### Cell density map

The die is cut into 7 by 7 equal tiles; white is low, dark blue is high, 0 to 100% covered.
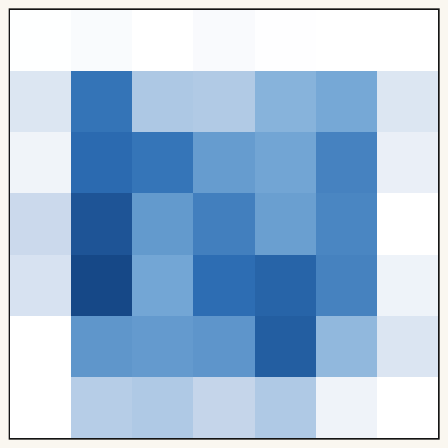
### Cells by drive strength

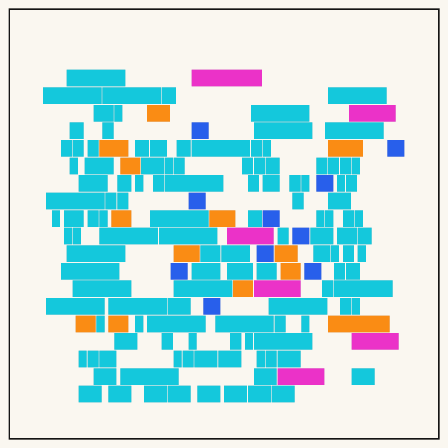
### Layout detail

Region (40, 40) to (60, 60) um. Cells in grey, sequential cells in the stronger grey; small squares are vias.
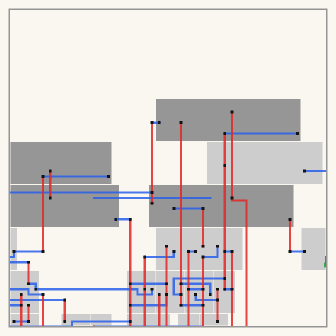
===== src/rtl/fifo_uart_pkg.sv =====
// Shared constants and state encoding for the FIFO-fed UART transmitter.
package fifo_uart_pkg;

    localparam int unsigned DATA_W          = 8;
    localparam int unsigned IDX_W           = 3;
    localparam int unsigned CNT_W           = 8;
    localparam int unsigned FRAME_BITS_BASE = 10;
    localparam int unsigned FRAME_BITS_PAR  = 11;

    typedef enum logic [2:0] {
        S_IDLE   = 3'd0,
        S_POP    = 3'd1,
        S_LOAD   = 3'd2,
        S_START  = 3'd3,
        S_DATA   = 3'd4,
        S_PARITY = 3'd5,
        S_STOP   = 3'd6
    } tx_state_t;

endpackage


===== src/rtl/fifo_uart_tx_baud_tick.sv =====
// Bit-period timer: counts CLKS_PER_BIT cycles and pulses o_bit_done on the last one.
module baud_tick
    import fifo_uart_pkg::*;
#(
    parameter int unsigned CLKS_PER_BIT = 4
) (
    input  logic clk_w,
    input  logic reset,
    input  logic i_restart,
    output logic o_bit_done
);

    localparam logic [CNT_W-1:0] LAST_CNT = CNT_W'(CLKS_PER_BIT - 1);
    localparam logic [CNT_W-1:0] PRE_CNT  = CNT_W'(CLKS_PER_BIT - 2);

    logic [CNT_W-1:0] r_cnt;
    logic             r_done;

    // Done is registered one cycle early so it coincides with the last count.
    always_ff @(posedge clk_w or negedge reset) begin
        if (!reset) begin
            r_cnt  <= '0;
            r_done <= 1'b0;
        end else if (i_restart) begin
            r_cnt  <= '0;
            r_done <= 1'b0;
        end else begin
            r_cnt  <= (r_cnt == LAST_CNT) ? '0 : r_cnt + CNT_W'(1);
            r_done <= (r_cnt == PRE_CNT);
        end
    end

    assign o_bit_done = r_done;

endmodule


===== src/rtl/fifo_uart_tx.sv =====
// UART transmitter that pops bytes from an upstream FIFO and serialises them 8N1.
// Define FIFO_UART_TX_PARITY_EN to insert an even-parity bit after the data bits.
module fifo_uart_tx
    import fifo_uart_pkg::*;
#(
    parameter int unsigned CLKS_PER_BIT = 4
) (
    input  logic              clk_w,
    input  logic              reset,
    input  logic              fifo_empty,
    output logic              fifo_rde,
    input  logic [DATA_W-1:0] fifo_rdd,
    output logic              tx,
    output logic              busy
);

    tx_state_t         r_state;
    logic              r_tx;
    logic              r_rde;
    logic              r_busy;
    logic [DATA_W-1:0] r_shift;
    logic [IDX_W-1:0]  r_idx;
`ifdef FIFO_UART_TX_PARITY_EN
    logic              r_parity;
`endif

    logic w_restart;
    logic w_bit_done;

    // Bit timer is held at zero outside the serial bit states.
    assign w_restart = (r_state == S_IDLE) || (r_state == S_POP) || (r_state == S_LOAD);

    baud_tick #(
        .CLKS_PER_BIT (CLKS_PER_BIT)
    ) u_baud_tick (
        .clk_w      (clk_w),
        .reset      (reset),
        .i_restart  (w_restart),
        .o_bit_done (w_bit_done)
    );

    // Outputs are loaded with the value belonging to the state being entered.
    always_ff @(posedge clk_w or negedge reset) begin
        if (!reset) begin
            r_state  <= S_IDLE;
            r_tx     <= 1'b1;
            r_rde    <= 1'b0;
            r_busy   <= 1'b0;
            r_shift  <= '0;
            r_idx    <= '0;
`ifdef FIFO_UART_TX_PARITY_EN
            r_parity <= 1'b0;
`endif
        end else begin
            r_rde <= 1'b0;
            case (r_state)
                S_IDLE: begin
                    if (!fifo_empty) begin
                        r_state <= S_POP;
                        r_rde   <= 1'b1;
                        r_busy  <= 1'b1;
                    end
                end
                S_POP: begin
                    r_state <= S_LOAD;
                end
                S_LOAD: begin
                    r_shift  <= fifo_rdd;
`ifdef FIFO_UART_TX_PARITY_EN
                    r_parity <= ^fifo_rdd;
`endif
                    r_state  <= S_START;
                    r_tx     <= 1'b0;
                end
                S_START: begin
                    if (w_bit_done) begin
                        r_state <= S_DATA;
                        r_tx    <= r_shift[0];
                    end
                end
                S_DATA: begin
                    if (w_bit_done) begin
                        r_idx <= r_idx + IDX_W'(1);
                        if (r_idx == IDX_W'(DATA_W - 1)) begin
`ifdef FIFO_UART_TX_PARITY_EN
                            r_state <= S_PARITY;
                            r_tx    <= r_parity;
`else
                            r_state <= S_STOP;
                            r_tx    <= 1'b1;
`endif
                        end else begin
                            r_shift <= r_shift >> 1;
                            r_tx    <= r_shift[1];
                        end
                    end
                end
                S_PARITY: begin
                    if (w_bit_done) begin
                        r_state <= S_STOP;
                        r_tx    <= 1'b1;
                    end
                end
                S_STOP: begin
                    if (w_bit_done) begin
                        if (!fifo_empty) begin
                            r_state <= S_POP;
                            r_rde   <= 1'b1;
                        end else begin
                            r_state <= S_IDLE;
                            r_busy  <= 1'b0;
                        end
                    end
                end
                default: begin
                    r_state <= S_IDLE;
                    r_tx    <= 1'b1;
                    r_busy  <= 1'b0;
                end
            endcase
        end
    end

    assign fifo_rde = r_rde;
    assign tx       = r_tx;
    assign busy     = r_busy;

endmodule


===== config.mk =====
export PLATFORM = sky130hd
export DESIGN_NAME = fifo_uart_tx
export DESIGN_NICKNAME = d
export VERILOG_FILES = /design/src/rtl/fifo_uart_pkg.sv /design/src/rtl/fifo_uart_tx_baud_tick.sv /design/src/rtl/fifo_uart_tx.sv
export SDC_FILE = /design/constraint.sdc
export NUM_CORES = 1
export LEC_CHECK = 0
export CAP_MARGIN = 10
export CORE_MARGIN = 5
export CORE_UTILIZATION = 43
export DETAILED_ROUTE_END_ITERATION = 7
export HOLD_SLACK_MARGIN = 0.1
export PLACE_DENSITY = 0.66
export SLEW_MARGIN = 40
export SYNTH_ARGS = -nofsm -noshare
export SYNTH_HDL_FRONTEND = slang
export SYNTH_HIERARCHICAL = 1
export SYNTH_SLANG_ARGS = --single-unit

===== constraint.sdc =====
create_clock -name clk_w -period 1.7 [get_ports clk_w]
set_input_delay 0.425 -clock clk_w [delete_from_list [all_inputs] [get_ports clk_w]]
set_output_delay 0.425 -clock clk_w [all_outputs]
set_load 0.05 [all_outputs]

==> results.txt <==
fresh numbers from the pnr run: outcome=finished, final reports clean, sw frac=32.3%, CTS Buffer Depth=2, Fin. Hold Viols=0, Core Util at FP=44.7%, initial antenna violation count=0, Main power group=sequential cells, crit path DAT=1.84 ns, ys cells=134, Logic Gate Count=97, clock-cell share of area=under 10%, CTS Sinks=26, family with the most delay on the worst path=adder cells, Post-CTS Setup Repair Bufs=0, worst setup path endpoint=r_shift[3], sw power=598 uW, CTS tree=done, CTS Buf Count=3, hold_ws=0.379 ns, diodes inserted=0, Fin Setup TNS=0 ns, I/O Pins=14, PnR worst setup slack=0.107 ns, M1 WL=1170 um, most used logic cell in the final layout=dfrtp_1, Tmin final=1.59 ns, first-pass GRT wire length=4230 um, met1 Usage GRT=15.7%, DR WL/cell=roughly 12 um, Dominant Register Cell=dfrtp_1, Sequential Power=830 uW, largest area contributor in the netlist=dfrtp_1
Back to the opening pictures, 'Cell density map':
- fullest tile: 90%
- tiles over 75% full: 12%
- mean over tiles: 37%
- nearly empty tiles: 18%
- emptiest ninth of the die: top right

Back to the opening pictures, 'Cells by drive strength':
- x6 and larger: magenta (cells 6; share 3.9%; most used buf_12)
- x3 and x4: blue (cells 10; share 6.5%; most used buf_4)
- x1 and smaller: cyan (cells 124; share 81%; most used dfrtp_1)
- x2: orange (cells 13; share 8.5%; most used a21oi_2)
Non-clk bufs: 21
post-route cell area: 1670 um^2
Syn-to-layout area delta: 22.4%

Back to the opening pictures, 'Layout detail':
- M3: green
- M2: red
- M1: blue
- cells with their middle in the window: 12
- sequential cells in the window: 4
- netlist names of flops here include: `r_state` (2)
- most frequent: dfrtp_1 (4), o21ai_0 (2)

Power figures rest on the tool's default switching activity, not on a simulated workload.
